`config.mk`:
```
export PLATFORM = sky130hd
export DESIGN_NAME = fp_issue_buffer
export DESIGN_NICKNAME = d
export VERILOG_FILES = /design/src/rtl/fp_issue_pkg.sv /design/src/rtl/fp_issue_mem.sv /design/src/rtl/fp_issue_buffer.sv
export SDC_FILE = /design/constraint.sdc
export NUM_CORES = 1
export LEC_CHECK = 0
export ABC_AREA = 1
export ABC_CLOCK_PERIOD_IN_PS = 11150
export CORE_ASPECT_RATIO = 2
export CORE_MARGIN = 2
export CORE_UTILIZATION = 50
export CTS_CLUSTER_SIZE = 40
export DETAILED_ROUTE_END_ITERATION = 10
export GPL_TIMING_DRIVEN = 0
export PLACE_DENSITY_LB_ADDON = 0.12
export SLEW_MARGIN = 25
export SYNTH_ARGS = -nofsm -noshare
export SYNTH_HDL_FRONTEND = slang
export SYNTH_HIERARCHICAL = 1
export SYNTH_SLANG_ARGS = --single-unit
```
`constraint.sdc`:
```
create_clock -name clk_i -period 11.15 [get_ports clk_i]
set_clock_uncertainty 0.05 [all_clocks]
set_input_delay 3.345 -clock clk_i [delete_from_list [all_inputs] [get_ports clk_i]]
set_output_delay 3.345 -clock clk_i [all_outputs]
set_load 0.01 [all_outputs]
```
`src/rtl/fp_issue_pkg.sv`:
```
// Shared definitions for the FP issue buffer and the FloatingPointUnit it feeds.
// The optional same-cycle bypass of the buffer is enabled with FP_ISSUE_BYPASS_EN.
package fp_issue_pkg;

    localparam int FLOAT_OP_W = 5;
    localparam int REG_TAG_W  = 5;
    localparam int FP_XLEN    = 32;

    // floatOp encodings understood by the FloatingPointUnit
    localparam logic [FLOAT_OP_W-1:0] FOP_FADD   = 5'h00;
    localparam logic [FLOAT_OP_W-1:0] FOP_FSUB   = 5'h01;
    localparam logic [FLOAT_OP_W-1:0] FOP_FMUL   = 5'h02;
    localparam logic [FLOAT_OP_W-1:0] FOP_FDIV   = 5'h03;
    localparam logic [FLOAT_OP_W-1:0] FOP_FSQRT  = 5'h04;
    localparam logic [FLOAT_OP_W-1:0] FOP_FMADD  = 5'h05;
    localparam logic [FLOAT_OP_W-1:0] FOP_FMSUB  = 5'h06;
    localparam logic [FLOAT_OP_W-1:0] FOP_FCVT   = 5'h07;
    localparam logic [FLOAT_OP_W-1:0] FOP_FCMP   = 5'h08;

    // Payload layout at the default operand width; field order is the bus order.
    typedef struct packed {
        logic [FLOAT_OP_W-1:0] float_op;
        logic [FP_XLEN-1:0]    operand1;
        logic [FP_XLEN-1:0]    operand2;
        logic [FP_XLEN-1:0]    operand3;
        logic [REG_TAG_W-1:0]  rd;
    } fp_issue_entry_t;

    function automatic int entry_width(input int xlen);
        return FLOAT_OP_W + 3 * xlen + REG_TAG_W;
    endfunction

endpackage

```
`src/rtl/fp_issue_mem.sv`:
```
// Issue-buffer storage: DEPTH x W register file, synchronous write, asynchronous read.
// Contents are deliberately not reset; occupancy is tracked by the owner.
module fp_issue_mem #(
    parameter int DEPTH = 4,
    parameter int W     = 106,
    parameter int AW    = $clog2(DEPTH)
) (
    input  logic          clk,
    input  logic          wr_en,
    input  logic [AW-1:0] wr_addr,
    input  logic [W-1:0]  wr_data,
    input  logic [AW-1:0] rd_addr,
    output logic [W-1:0]  rd_data
);

    logic [W-1:0] mem [DEPTH];

    always_ff @(posedge clk) begin
        if (wr_en) begin
            mem[wr_addr] <= wr_data;
        end
    end

    assign rd_data = mem[rd_addr];

endmodule

```
`src/rtl/fp_issue_buffer.sv`:
```
// FIFO issue buffer between FP decode and the FloatingPointUnit.
// Define FP_ISSUE_BYPASS_EN to let an operation reach the FPU in the same cycle when empty.
module fp_issue_buffer
    import fp_issue_pkg::*;
#(
    parameter int DEPTH = 4,  // power of two, >= 2
    parameter int XLEN  = 32
) (
    input  logic                         clk_i,
    input  logic                         rst_i,
    input  logic                         flush_i,
    input  logic                         in_valid_i,
    output logic                         in_ready_o,
    input  logic [FLOAT_OP_W-1:0]        in_floatOp_i,
    input  logic [XLEN-1:0]              in_operand1_i,
    input  logic [XLEN-1:0]              in_operand2_i,
    input  logic [XLEN-1:0]              in_operand3_i,
    input  logic [REG_TAG_W-1:0]         in_rd_i,
    output logic                         out_valid_o,
    input  logic                         out_ready_i,
    output logic [FLOAT_OP_W-1:0]        floatOp_o,
    output logic [XLEN-1:0]              operand1_o,
    output logic [XLEN-1:0]              operand2_o,
    output logic [XLEN-1:0]              operand3_o,
    output logic [REG_TAG_W-1:0]         rd_o,
    output logic [$clog2(DEPTH+1)-1:0]   count_o
);

    localparam int AW = $clog2(DEPTH);
    localparam int CW = $clog2(DEPTH + 1);
    localparam int EW = entry_width(XLEN);

    logic [AW-1:0] wr_ptr;
    logic [AW-1:0] rd_ptr;
    logic [CW-1:0] count;
    logic [EW-1:0] in_entry;
    logic [EW-1:0] head_entry;
    logic [EW-1:0] out_entry;
    logic          bypass;
    logic          push;
    logic          pop;
    logic          store;
    logic          pop_mem;

    assign in_entry = {in_floatOp_i, in_operand1_i, in_operand2_i, in_operand3_i, in_rd_i};

    // Handshake: a transfer happens on a side when valid && ready && !flush_i at the
    // rising edge; in_ready_o depends only on occupancy, never on out_ready_i.
    assign in_ready_o = (count != CW'(DEPTH));

`ifdef FP_ISSUE_BYPASS_EN
    assign bypass    = rst_i && !flush_i && in_valid_i && (count == '0);
    assign out_entry = !out_valid_o ? '0 : (bypass ? in_entry : head_entry);
`else
    assign bypass    = 1'b0;
    assign out_entry = out_valid_o ? head_entry : '0;
`endif

    assign out_valid_o = (count != '0) || bypass;
    assign push        = in_valid_i && in_ready_o && !flush_i;
    assign pop         = out_valid_o && out_ready_i && !flush_i;
    // A bypassed operation taken by the FPU is never written into storage.
    assign store       = push && !(bypass && out_ready_i);
    assign pop_mem     = pop && !bypass;

    always_ff @(posedge clk_i or negedge rst_i) begin
        if (!rst_i) begin
            wr_ptr <= '0;
            rd_ptr <= '0;
            count  <= '0;
        end else if (flush_i) begin
            wr_ptr <= '0;
            rd_ptr <= '0;
            count  <= '0;
        end else begin
            if (store) begin
                wr_ptr <= wr_ptr + AW'(1);
            end
            if (pop_mem) begin
                rd_ptr <= rd_ptr + AW'(1);
            end
            count <= count + CW'(store) - CW'(pop_mem);
        end
    end

    fp_issue_mem #(
        .DEPTH (DEPTH),
        .W     (EW)
    ) u_mem (
        .clk     (clk_i),
        .wr_en   (store),
        .wr_addr (wr_ptr),
        .wr_data (in_entry),
        .rd_addr (rd_ptr),
        .rd_data (head_entry)
    );

    assign {floatOp_o, operand1_o, operand2_o, operand3_o, rd_o} = out_entry;
    assign count_o = count;

endmodule

```
run_1/density.png
The die is cut into 14 by 28 equal tiles; white is low, dark blue is high, 0 to 100% covered.
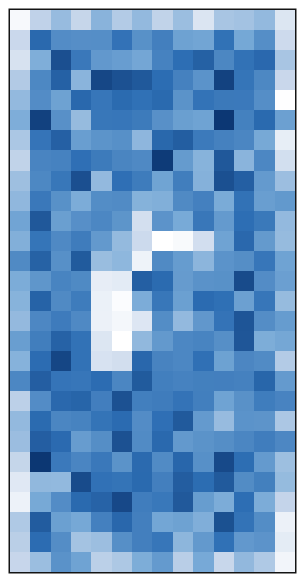
- mean over tiles: 58%
- nearly empty tiles: 1.0%
- emptiest ninth of the die: middle
- tiles over 75% full: 19%

run_1/final_placement.png
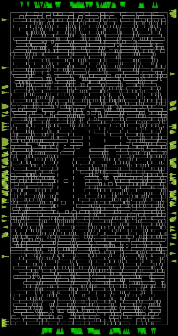
number of sequential storage elements: 431
Core Box Area: 37910 sq um
number of well taps: 463
cell row count: 101

==> design notes, run 1 <==
Counting both buffers and inverters, the worst setup path holds a total of 5. Pin placement for this block handled 222 I/O pins. Yosys mapped a number of flops with a built-in enable equal to 424.

The power per standard cell area is 223.1 nW/um^2. The tools report the yosys-reported design area after synthesis as 19240 sq um. The run finished with clean final reports.

The floorplan step records an initial core utilization of 50.74%. TritonCTS built the clock tree. The full die area came out at 40160 sq um.

Per STA, the worst path is made up of buf_6 > inv_4 > clkbuf_1 > nand3_1 > nand2_1 > inv_1 > nor2_1 > clkdlybuf4s50_1. Pre-CTS worst setup slack: 4616 ps. For the residual antenna-violating net count after detailed routing, the log shows 0. The clock buffers instantiated in the layout total 48. On the worst setup and hold paths after CTS, the clock-pin slew comes to 70 ps. The tools report the start point of the worst hold path as rd_ptr[1]. The capturing element of the worst setup path is operand2_o[20]. The net count of the finished layout is 2386. For this run, the share of the core covered by cells in the final layout is 62.92%.

The average instance in the mapped netlist occupies 9.886 sq um. During synthesis, Yosys emitted a total of 6 warnings. The internal power of the cells totals 3.529 mW. Reg-to-reg setup timing slack: 7780 ps. The tools report the relative slew slack as 53.03%.

The element type at the critical path start was a flip-flop. Of the total synthesized cell area, the portion taken by XOR and XNOR cells is 0%. The run gives 5.277% for the clock-cell share of area.

The hold-critical path endpoint was rd_ptr[1]. For the worst reg-to-reg path, the startpoint reported by OpenROAD is count_o[1]. Routed signal wires occupy layers up through met5. Synthesized-area fraction occupied by ao, oa, aoi and oai cells: 0.02602%.

For the worst vdd rail ir drop, the log shows 0.1721 mV. Cell at the root of the clock tree: clkbuf_16. Among the non-sequential cells, simple AND/OR/NAND/NOR gates take the most area. The logs give 0 for the max-slew violation count and 615 for the iteration-0 DRC count of the detailed router. Sequential cells were found to cover 67.10% of the synthesized design area.

Setup repair after global routing left no endpoint under its margin. For the reported clock group power, the log shows 1.32 mW. The tools report the DRC violations left as 0.

For the combined area of the multi-input logic cells, the log shows 3707 sq um. The run gives 7760 ps as the required time at the endpoint of the critical path. Classification of the worst setup path: reg2out. The share of cell area taken by flip-flops and latches was 54.11%.

The endpoint of the most critical register-to-register path is u_mem/mem[1][66]. The mux contribution to synthesized area came out at 0%. The synthesis run shows the most used standard cells to be 545 x nand2_1, 542 x inv_1, 424 x edfxtp_1, 217 x nand3_1, 101 x nor2_1. In the Yosys stats the netlist draws on 23 distinct library cells.

The later pin in the worst-skew pair is clocked with a latency of 540 ps. Largest power group: combinational cells. Die span in y: 281.4 microns. The detailed placer's ending HPWL was 33350 microns. The biggest area contributor in the post-synthesis netlist is edfxtp_1. The final wirelength is 46220 microns, and the share of final layout cell area taken by non-clock buffers is 13.97%.

The switching power as a share of total power is 33.70%. Setup slack on the critical path of the routed design comes to 4979 ps. The post-synthesis to final-layout area growth was 23.99%; the flip-flop count of the largest register after layout was 424.

With the count of port buffers added during placement at 221, the met2 wirelength from detailed routing is 25850 microns. The combinational gate power was 2.09 mW. The run gives 23850 sq um as the finished layout cell area. From the final report, the count of setup violators was given as 0.

The adder and majority cell fraction of the synthesized area is 0.2341%, and the synthesized flop and latch total is 431. The worst setup path is captured at a primary output. Dividing the detail-routed via count by the number of cells gives 4.857.

After its last routability iteration, the placer logged a weighted congestion of 0.7929. The register with the most flip-flops in the final layout is u_mem/mem. In the layout the commonest cells are 545 x nand2_1, 542 x inv_1, 424 x edfxtp_1. The largest fanout on the critical path was 10. The plain and repair buffers instantiated in the layout total 366.

With the global-route wire length before repair at 71080 microns, the switching power total is 1.793 mW. The run gives 22580 sq um for the instance area after placement. Number of clock buffers inserted by TritonCTS: 39. Entering global routing, the biggest net connects 18 pins. The report puts the hold buffer count at CTS at 0.
run_1/met1.png
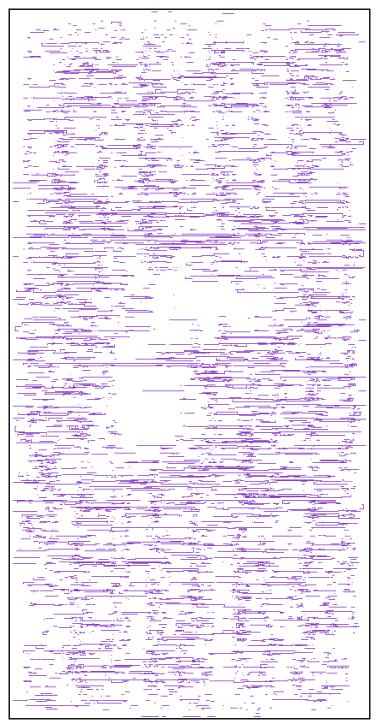
- nets with wire on the layer: 2217
- wire length on this layer: 16000 microns
- main direction: horizontal
- share of all routed wire: 35%

run_1/met2.png
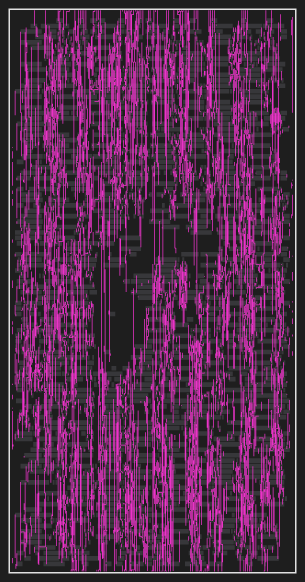
- wire length on this layer: 25.9 mm
- share of all routed wire: 56%
- main direction: vertical
- longest straight run: 98.4 microns

==> run 2, diff against run 1 <==
--- a/config.mk
+++ b/config.mk
@@ -6,7 +6,7 @@
 export NUM_CORES = 1
 export LEC_CHECK = 0
 export ABC_AREA = 1
-export ABC_CLOCK_PERIOD_IN_PS = 11150
+export ABC_CLOCK_PERIOD_IN_PS = 5900
 export CORE_ASPECT_RATIO = 2
 export CORE_MARGIN = 2
 export CORE_UTILIZATION = 50
==> constraint.sdc (replaced) <==
create_clock -name clk_i -period 5.9 [get_ports clk_i]
set_clock_uncertainty 0.05 [all_clocks]
set_input_delay 1.77 -clock clk_i [delete_from_list [all_inputs] [get_ports clk_i]]
set_output_delay 1.77 -clock clk_i [all_outputs]
set_load 0.01 [all_outputs]
run_2/registers.png
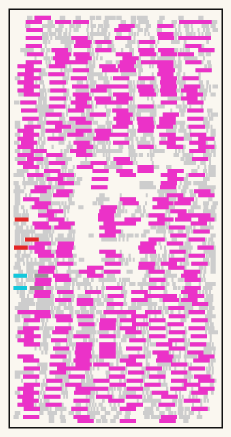
- red: count_o (flops 3)
- cyan: wr_ptr (flops 2)
- magenta: u_mem/mem (flops 424; where spread over the die)
- not coloured: 2

run_2/density.png
The die is cut into 14 by 28 equal tiles; white is low, dark blue is high, 0 to 100% covered.
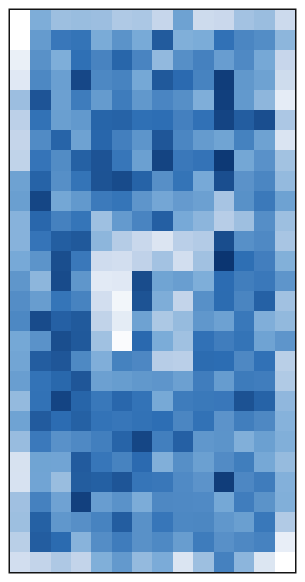
- tiles over 75% full: 19%
- emptiest ninth of the die: middle
- fullest tile: 98%
- mean over tiles: 58%
- nearly empty tiles: 0.80%

==> run 2 against run 1 <==
Effect of this change: global-route usage fell by 0.27 points; core utilization grew 0.089 points; count of clock-buffer cells in the layout is 1 lower; cell area is 0.14% higher; clock power up 89%; hold slack better by 9.9 ps.
==> design notes, run 2 <==
The sequential area share after synthesis was 67.10% (unchanged). The effective utilization at floorplan was 50.74% (unchanged). The run gives 0.8081 (was 0.7929) as the global placer's final weighted congestion.

The maximum number of pins on one net before global-route repair was 17 (was 18). The run gives 23 (unchanged) as the number of distinct library cells after synthesis. The run gives 0 (unchanged) for the max-slew violation count. The number of clock buffers in the layout is 47 (was 48). The required time at the endpoint of the critical path was 4080 ps (was 7760 ps).

The element type at the critical path start was a flip-flop (unchanged). The logs give 0 (unchanged) for the hold buffer count at CTS and 463 (unchanged) for the number of tap cells added at floorplan. The count of standard-cell rows came out at 101 (unchanged). The largest power group is combinational cells (unchanged). The total core area came out at 37910 sq um (unchanged).

The flow ran to the end, and the final reports show no timing, DRC or antenna violations. The capturing element type of the critical path was a primary output (unchanged). The dominant combinational cell family by area after synthesis was simple AND/OR/NAND/NOR gates (unchanged). The most area-hungry cell type in the Yosys netlist was edfxtp_1 (unchanged).

The iteration-0 DRC count of the detailed router was 627 (was 615). The instance area after placement is 22620 sq um (was 22580 sq um), and the largest fanout on the critical path is 10 (unchanged). The post-synth tally of flip-flops with integrated enable came out at 424 (unchanged). The classification of the worst setup path is reg2out (unchanged). The switching power total was 3.382 mW (was 1.793 mW). The number of setup violations in the final report came out at 0 (unchanged). The mean cell area of the mapped netlist was 9.886 sq um (unchanged); the yosys warning tally was 6 (unchanged).

The hold-critical path endpoint was rd_ptr[1] (unchanged). The final wirelength was 46230 microns (was 46220 microns); the fraction of the core area covered by cells at the end of the flow was 63.01% (was 62.92%). The tools report the worst vdd rail ir drop as 0.3875 mV (was 0.1721 mV). The detail-routed via count per cell works out to 4.857 (about the same). Leading cell types by count after synthesis: 545 x nand2_1, 542 x inv_1, 424 x edfxtp_1, 217 x nand3_1, 101 x nor2_1 (unchanged). Non-clock buffer instance count of the final layout: 342 (was 366).

The met2 wirelength from detailed routing is 25650 microns (was 25850 microns), and the reg-to-reg setup timing slack is 3020 ps (was 7780 ps).
run_2/met2.png
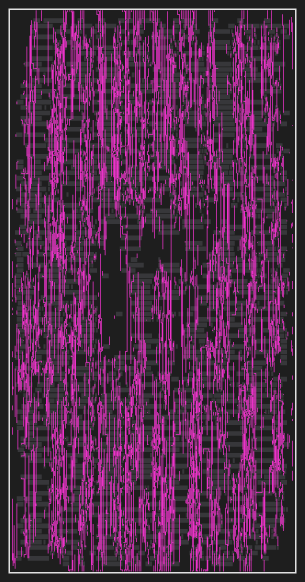
- longest straight run: 87.0 microns
- main direction: vertical
- nets with wire on the layer: 1833
- wire length on this layer: 25.7 mm
- share of all routed wire: 55%

No activity file was given, so power comes from the tool's default toggle rates.
